Design fnd_display_scheduler, sky130hd; sources not shown.
### Routed metal per tile, run 1

Drawn at 3 px/um. 17 x 24 tiles, from dark blue (low) to red (high), scaled to the fullest tile. Values are wire area over tile area, all layers added.
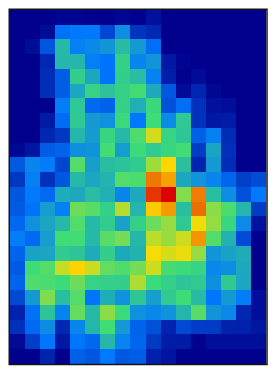
16% of the tiles are over half the peak. The mean over all tiles is 0.21. The densest ninth of the die: center.
routed length per placed instance: 17.24 um
Total Routing Usage GR: 24.97%

### Signal wires by layer, run 1

Drawn at 3 px/um. Two of the layers only.
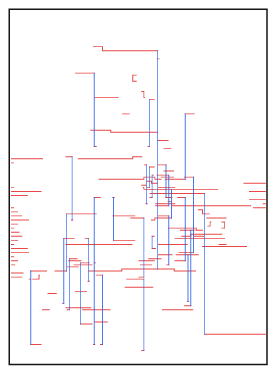
metal 4: marked blue, wire length 615 um. metal 3: marked red, wire length 707 um.
total number of vias: 4337
final wirelength: 12770 um

### I/O nets highlighted, run 1

Drawn at 4 px/um.
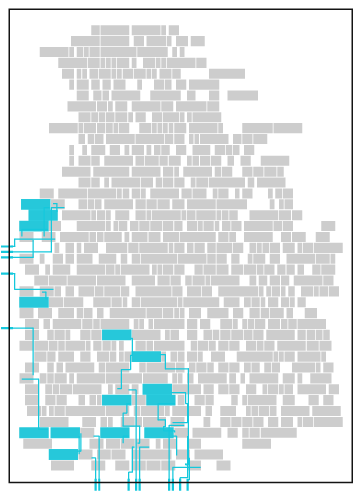
disp_data: marked cyan, direction output, end cells 14, buffers 14, wire 349 um.
port bufs: 52
I/O pin total: 53

==> summary.txt, run 1 <==
On the backend side, the flow ran end to end.

The number of H-tree levels stands at 3. In the post-synthesis netlist, the biggest area contributors are sky130_fd_sc_hd__dfxtp_1 43%, sky130_fd_sc_hd__nor2_1 7.1%, sky130_fd_sc_hd__xor2_1 5.7%. The HPWL reported at the end of detailed placement stands at 8568 um. After clock tree synthesis, the flow added hold-fix buffers numbering 0. The slack of the worst reg-to-reg path stands at -0.09 ns. Per the CTS log, the root buffer master is sky130_fd_sc_hd__clkbuf_16.

The transition time recorded at the tightest slew-check pin is 0.4165 ns. The reported leakage power stands at around 2.3 nW. Clock latency on the worst-skew pair, taken at its later pin, is ~0.35 ns.

Counting pins that exceed their max-slew limit in the final report gives 0. The data required time of the critical path stands at 2.55 ns. The final reports fail on setup timing.

The part of the power in registers stands at 47.4%. Per STA, the worst path is made up of ha_4 -> and3_4 -> buf_4 -> and4_1 -> nand4_1 -> a21oi_1 -> buf_4 -> buf_6 -> ha_4 -> nand3_4 -> o32ai_2. The worst setup path is captured at a flop. On the critical path, the stage with the largest delay is an instance of sky130_fd_sc_hd__dfxtp_2. The share of the synthesized area in the top cell type stands at 43.18%. The share of synthesized registers carrying an async set or reset stands at 0%.

STA classifies the critical path startpoint as a flop. The register with the most flip-flops in the layout has 28 of them. The count of instantiated cells in the yosys netlist stands at 490. The share of the core area taken by cells at floorplan is 46.22%. The finished layout reports a core utilization of between 60% and 70%. The number of cells on the worst hold path stands at 2.

The synthesized instance count is just under 500. The post-detailed-route count of antenna-violating nets stands at 0. The synthesis report names the predominant flop master as sky130_fd_sc_hd__dfxtp_1.

The floorplan step set the die height to 117.9 um. Per the final layout report, the fraction of cells sized above drive strength 1 comes to between 20% and 30%. Per the synth log, the flip-flop and latch total comes to 90. Sorting the Yosys area breakdown by cell type puts at the top sky130_fd_sc_hd__dfxtp_1. The total number of placement rows stands at 41.

The core region area stands at 9029 um^2. The total congestion overflow after global routing stands at 0. The final worst slack stands at -0.09039 ns. In this run switching power makes up about a quarter of total power.

The first-pass GRT wire length stands at between 20000 and 25000 um. Measured against its own limit, the worst slew margin works out to 71.98%. Per the synthesis report, the number of distinct cell types is about 50. For this run, the slowest stage of the critical path takes between 0.3 and 0.4 ns. The clock sink total stands at ~90.

The relative contribution of combinational cells to total power stands at 12.5%. The number of buffers created by CTS stands at 9. The ratio of total power to cell area stands at 558.3 nW/um^2. On the final layout, the worst hold slack is 0.4877 ns. The area growth from synthesis to layout stands at 45.01%. The top fanout value on the critical path stands at 7. The post-layout minimum cycle time stands at 2.390 ns. The average vias per placed instance stands at just under 6. The warning tally printed by Yosys for this design is 0. In the setup report, the worst path falls into the class reg -> reg. The horizontal die size stands at 85.39 um. Per the detail_route report, DRC violations left total 0.

The script extracted a net switching power of approximately 0.00085 W. The internal power of the cells totals 0.002525 W. In the synthesized netlist, the cells that appear most often are 90 x sky130_fd_sc_hd__dfxtp_1, 79 x sky130_fd_sc_hd__nor2_1, 31 x sky130_fd_sc_hd__nand2_1, 27 x sky130_fd_sc_hd__nand4_1, 27 x sky130_fd_sc_hd__xor2_1. The chip area line of the yosys report stands at 4173 um^2. TritonCTS built the clock tree.

The synthesized net count stands at between 500 and 600. The stage logs contain a warning count of 32. In the final report, the number of hold violations comes to 0. On the critical path the data arrives at 2.64 ns. The clock input transition at the sequential cells of the worst setup and hold paths stands at 0.07 ns. The multi-input gate area in the final layout stands at 2542 um^2.

The number of enable-type register cells in the synthesized netlist stands at 0. The number of search-and-repair iterations in the first detailed-routing pass stands at 5. Setup repair after global routing could not meet its margin everywhere. The via count of the first global-routing pass stands at 4417.

The post-route clock skew stands at 0.008735 ns. Sequential cells were found to cover 43.18% of the synthesized design area. sky130_fd_sc_hd__dfxtp_1 is the most common cell in the netlist.

The worst path uses 103.9% of the clock period. The clock network is responsible for 40.0% of the overall power. The finished design was reported to have a net count of between 600 and 700. The number of buffers on the longest clock path stands at 2. The report counts max-capacitance violations totalling 0.

The number of antenna diodes in the final layout is 0. The run finished, with violations left. The mean cell area of the mapped netlist stands at 8.516 um^2. The worst-case vdd ir drop stands at 0.4829 mV.

The die covers 10070 um^2. The worst reg2reg path depth stands at 11. The number of antenna violations at the first check in global routing is 0. The violation count after the first detailed-routing iteration stands at about 320. The maximum achievable frequency stands at about 0.42 GHz. The area of the mapped netlist stands at 4173 um^2. Entering global routing, the biggest net connects 27 pins. The count of filler cells inserted in the layout stands at approximately 670. The worst hold path belongs to the class reg -> reg. The storage element area stands at 1812 um^2.

In the final report, the number of endpoints failing setup comes to 13.
## run 1: cell usage in the layout (no fill, tap or decap), drive strengths merged, types with 3 or more instances in the layout
master	n
or3	12
nand3	27
xnor2	9
nor2b	4
dfxtp	90
a21oi	23
nand2	31
nand4	27
and2	9
clkbuf	9
clkdlybuf4s50	34
mux2	3
o31ai	4
buf	93
a32oi	4
or4	8
nand3b	3
dlygate4sd3	17
ha	7
o21ai	23
inv	10
and3	6
and4	6
xor2	27
or2	3
nor2	79
nor4	8
nor3	14
clkinv	4
a22oi	7
o32ai	7
## run 1: critical path: cells and delay by family (launching register included)
family	cells	cell delay, ns
AOI/OAI and AO/OA	2	0.48
adders and majority gates	2	0.30
buffers and inverters	3	0.38
DFF	1	0.36
and+or+nand+nor	4	0.77
## run 1: power groups by stage
stage	clock, W	sequential (W)	combinational, W
after floorplan	0	0.00164	0.000142
after global placement	0	0.00164	0.000314
after detailed placement	0	0.00164	0.000323
after CTS	0.00136	0.00160	0.000378
after global routing	0.00144	0.00160	0.000444
final	0.00135	0.00160	0.000424
## run 1: through the flow
stage               cells  area (um^2)  worst slack (ns)  setup TNS (ns)  total power [W]
floorplan             490         4200          -0.04515         -0.4138         0.001780
global placement      713         5386           -0.3958          -11.12         0.001949
detailed placement    713         5386           -0.5084          -13.37         0.001958
CTS                   735         5874          -0.01694        -0.06280         0.003342
global route          741         6051           -0.1510          -1.348         0.003490
finish                741         6051          -0.09039         -0.6110         0.003378
## run 1: metal layers
layer	share of wire, %	vias up	track usage [%]
li1	-	2048	-
met1	36	2035	25.49
met2	54	187	44.73
met3	5.5	67	5.540
met4	4.8	0	15.77
met5	0	-	0
## run 1: final cells by class
| class | instances | share of cell area, % |
|---|---|---|
| Sequential cell | 90 | 29.94 |
| Multi-Input combinational cell | 374 | 42.02 |
| Inverter | 9 | 0.5583 |
| Clock buffer | 9 | 3.722 |
| Clock inverter | 7 | 0.7237 |
| Tap cell | 107 | 2.213 |
| Timing Repair Buffer | 145 | 20.82 |
## run 1: repair_timing
| action | 4_1_cts | 5_1_grt |
|---|---|---|
| pin swaps | 23 | 15 |
| endpoints found under the setup margin | 21 | 29 |
| cloned | 2 | 0 |
| resized | 38 | 30 |
| setup buffers | 4 | 6 |
## run 1: cells by family (layout without fill, tap and decap cells)
| logic type | count (synthesis) | count (layout) | share of synthesized area [%] |
|---|---|---|---|
| AND/OR/NAND/NOR | 249 | 249 | 31.39 |
| flip-flops | 90 | 90 | 43.18 |
| multiplexers | 5 | 5 | 1.289 |
| adder cells (fa/ha/maj) | 7 | 7 | 2.099 |
| AND-OR/OR-AND | 77 | 77 | 11.81 |
| XOR/XNOR | 36 | 36 | 7.556 |
| buffers and inverters | 26 | 170 | 2.669 |
==> run 2: changes to the inputs <==
CORE_MARGIN = not set   (was 2)
==> run 2 against run 1 <==
Compared with the run above: highest routed layer unchanged; critical path type unchanged; routed wire length is 6.6% lower; clock power is 8% higher; clock skew is 0.0025 ns lower; combinational power is 8.0% lower; hold slack better by 0.0099 ns; synthesized cell count stayed put; the run still ends with setup timing left.
==> summary.txt, run 2 <==
On the backend side, the flow ran end to end.

Checking hold timing, the worst path is listed with class reg -> reg. After the first detailed-routing iteration, the DRC count stood at between 200 and 250. The total number of placement rows stands at slightly above 40. According to the timing report, the arrival time at the worst endpoint equals 2.58 ns. After detailed routing, no signal wire sits above met4. TritonCTS built the clock tree. The count of instantiated cells in the yosys netlist stands at 490. By area the synthesized netlist is led by sky130_fd_sc_hd__dfxtp_1 43%, sky130_fd_sc_hd__nor2_1 7.1%, sky130_fd_sc_hd__xor2_1 5.7%. STA classifies the critical path startpoint as a flop. After detailed routing, the wire length on met1 is 4466 um. The post-layout minimum cycle time stands at ~2.4 ns.

Logic depth along the worst register-to-register path is recorded as 10. The final reports fail on setup timing. The via count of the first global-routing pass stands at ~4300. The cell sitting at the root of the clock tree is a sky130_fd_sc_hd__clkbuf_16. The flow ran to the end, but the final reports show violations. The number of endpoints failing setup at the final stage stands at 13. The most common cell in the synthesized netlist is sky130_fd_sc_hd__dfxtp_1. Looking at the setup timing report, the critical path kind is reg -> reg. Looking at the max-slew report, the worst-margin pin has a slew of 0.6845 ns.

Per the skew report, the later register of the worst-skew pair sees a clock latency of 0.34 ns. The clock sink total stands at approximately 90. The floorplan step set the die width to 83.39 um. The pin count of the biggest net entering global routing stands at 27. The multi-input gate area in the final layout stands at 2480 um^2. The share of the synthesized area in the top cell type stands at 43.18%.

Per the TritonCTS log, the buffer count is 9. The number of flip-flops under the largest register name stands at 28. The number of maximum-capacitance constraint violations stands at 0. The final critical path takes up 102.4% of the cycle. In the final report, the number of hold violations comes to 0. The chip area line of the yosys report stands at 4173 um^2. The final instance area stands at 5977 um^2.

Setup total negative slack on the finished layout was measured at -0.2835 ns. The area growth from synthesis to layout stands at 43.24%. At the worst endpoint, the required time is 2.52 ns. In the hold timing report, the worst path depth is 2. The vertical die dimension stands at roughly 120 um. Synthesis handed over a netlist of 490 instances. The HPWL after detailed placement is 8570 um. The ratio of total power to cell area stands at 576.9 nW/um^2.

The worst VDD IR drop from the latest analysis is approximately 0.4 mV. The number of buffers on the longest clock path stands at 2. The number of H-tree levels stands at 3.

The average vias per placed instance stands at between 5 and 6. After layout, the worst setup slack is -0.05423 ns. The count of final max-slew check failures stands at 0. The total congestion overflow after global routing stands at 0.

For this run, design rule violations remaining after detail routing come to 0. The synthesis stat section lists a flop and latch total of around 90. The number of antenna violations at the first check in global routing came to 0. The library cell used most frequently in the layout, excluding fill and tap cells, is sky130_fd_sc_hd__buf_4. For this run, the number of Yosys warnings is 0.

Leaving out fill and tap cells, the most frequent cells in the layout are 85 x sky130_fd_sc_hd__buf_4, 84 x sky130_fd_sc_hd__dfxtp_1, 78 x sky130_fd_sc_hd__nor2_1, 35 x sky130_fd_sc_hd__clkdlybuf4s50_1, 30 x sky130_fd_sc_hd__nand2_1. The reported leakage power stands at 2.276 nW. Nets still carrying antenna violations after routing amount to 0. At the floorplan stage, the core utilization is reported as between 40% and 50%.

The region available for standard cell placement spans around 9000 um^2. The met3 wirelength from detailed routing stands at 540 um. The synthesized netlist occupies a cell area of 4173 um^2. The top fanout value on the critical path stands at 4. Port buffering added ~52 buffers. Headroom to the max-slew limit came out at 53.95%. For this run, the leading register cell type out of synthesis is sky130_fd_sc_hd__dfxtp_1. The distinct cell type count of the synthesized netlist stands at 51. The timing report gives the worst reg2reg path a setup slack of -0.05 ns. The maximum achievable frequency stands at 0.4248 GHz. The first detailed-routing pass ran for 5 iterations.

The sequential cells in the finished layout cover a total of around 1800 um^2. Yosys reported that registers with async set or reset make up 0%. Synthesis produced a netlist with a net count of between 500 and 600. Wires add up to 11930 um. The completed layout was analyzed and its total power is between 0.003 and 0.004 W.

The number of vias in the routed layout stands at 4304. In this run the full chip footprint comes out at 9668 um^2. The number of antenna diodes in the final layout is 0. The worst setup path is captured at a flop. The fraction of layout instances using a drive strength above 1 stands at 24.88%. Sorting the synthesized cells by how often they occur yields 90 x sky130_fd_sc_hd__dfxtp_1, 79 x sky130_fd_sc_hd__nor2_1, 31 x sky130_fd_sc_hd__nand2_1, 27 x sky130_fd_sc_hd__nand4_1, 27 x sky130_fd_sc_hd__xor2_1.

Setup repair after global routing could not meet its margin everywhere. For the final database, setup skew stands at 0.006268 ns. Of the synthesized area, sequential elements account for between 40% and 50%. The count of filler cells inserted in the layout stands at 689.

For this run, the post-layout net count is 667. The first-pass GRT wire length stands at 19150 um. The mean cell area of the mapped netlist stands at 8.516 um^2. The stage logs contain a warning count of 32. Detailed placement reports a standard cell area of between 5000 and 6000 um^2.

The largest total area in the synthesized netlist belongs to sky130_fd_sc_hd__dfxtp_1. The count of boundary I/O pins stands at 53. The post-synth count of flops with an enable pin is 0. The total length of routed met2 wires stands at roughly 6400 um. The registers of the reported paths see a clock transition of 0.07 ns.
## run 2: worst max-delay path: stages (launching register included)
cell	delay, ns
sky130_fd_sc_hd__dfxtp_1	0.31
sky130_fd_sc_hd__or4b_4	0.55
sky130_fd_sc_hd__nor4_4	0.31
sky130_fd_sc_hd__a21oi_2	0.13
sky130_fd_sc_hd__a21oi_2	0.16
sky130_fd_sc_hd__buf_4	0.14
sky130_fd_sc_hd__nor2_2	0.03
sky130_fd_sc_hd__ha_2	0.19
sky130_fd_sc_hd__nor2b_4	0.14
sky130_fd_sc_hd__a32oi_1	0.17
sky130_fd_sc_hd__a21oi_1	0.11
## run 2: cell families (layout without fill, tap and decap cells)
logic type	Yosys count	count (layout)	synth area share [%]
XOR/XNOR	36	36	7.556
AND/OR/NAND/NOR	249	249	31.39
buffers and inverters	26	167	2.669
AND-OR/OR-AND	77	77	11.81
multiplexers	5	5	1.289
adder cells (fa/ha/maj)	7	7	2.099
flip-flops	90	90	43.18
## run 2: timing repair
action / 4_1_cts / 5_1_grt
setup endpoints to repair: 25 / 30
gates resized: 45 / 11
setup buffers: 4 / 1
hold buffers: 0 / 0
pin swaps: 23 / 7
gates cloned: 1 / 0
## run 2: where the power goes
| group | internal (W) | switching, W | total (W) |
|---|---|---|---|
| combinational | 0.000193 | 0.000197 | 0.000390 |
| sequential | 0.00159 | 0.0000132 | 0.00160 |
| clock | 0.000842 | 0.000615 | 0.00146 |
## run 2: routing by layer
metal | global-route usage, % | vias up
met1 | 26.04 | 2049
met2 | 46.78 | 157
met5 | 0 | -
li1 | - | 2048
met4 | 15.52 | 0
met3 | 3.561 | 50
## run 2: final cells by class
class / instances / area share (%)
Inverter: 9 / 0.5652
Sequential cell: 90 / 30.27
Clock buffer: 9 / 3.768
Timing Repair Buffer: 142 / 20.54
Multi-Input combinational cell: 374 / 41.49
Clock inverter: 7 / 1.130
Tap cell: 107 / 2.240
## run 2: through the flow
step / hold slack, ns / cells / setup slack, ns / util (%)
3_5_place_dp: 0.4889 / 716 / -0.6526 / 60.05
6_report: 0.4977 / 738 / -0.05423 / 66.20
2_1_floorplan: 0.4489 / 490 / -0.04515 / -
4_1_cts: 0.5009 / 737 / -0.1050 / 65.73
5_1_grt: 0.5386 / 738 / -0.1282 / 66.20
3_3_place_gp: 0.4712 / 716 / -0.4186 / 60.05
### I/O nets highlighted, run 2

Drawn at 4 px/um.
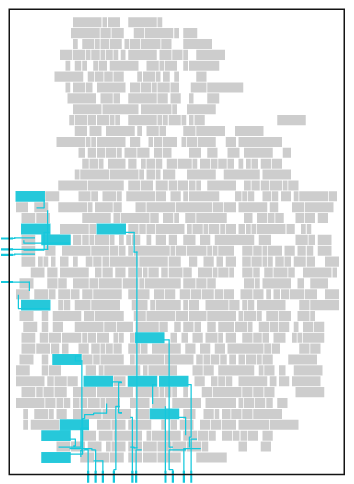
disp_data: marked cyan, direction output, end cells 14, buffers 14, wire 380 um.

### Signal wires by layer, run 2

Drawn at 3 px/um. Two of the layers only.
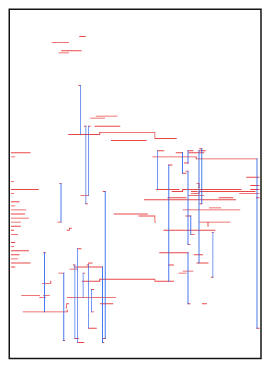
metal 4: marked blue, wire length 524 um. metal 3: marked red, wire length 541 um.
routed length per placed instance: 16.16 um
Total Routing Usage GR: 24.83%

Power is estimated from default activity; no workload was simulated.
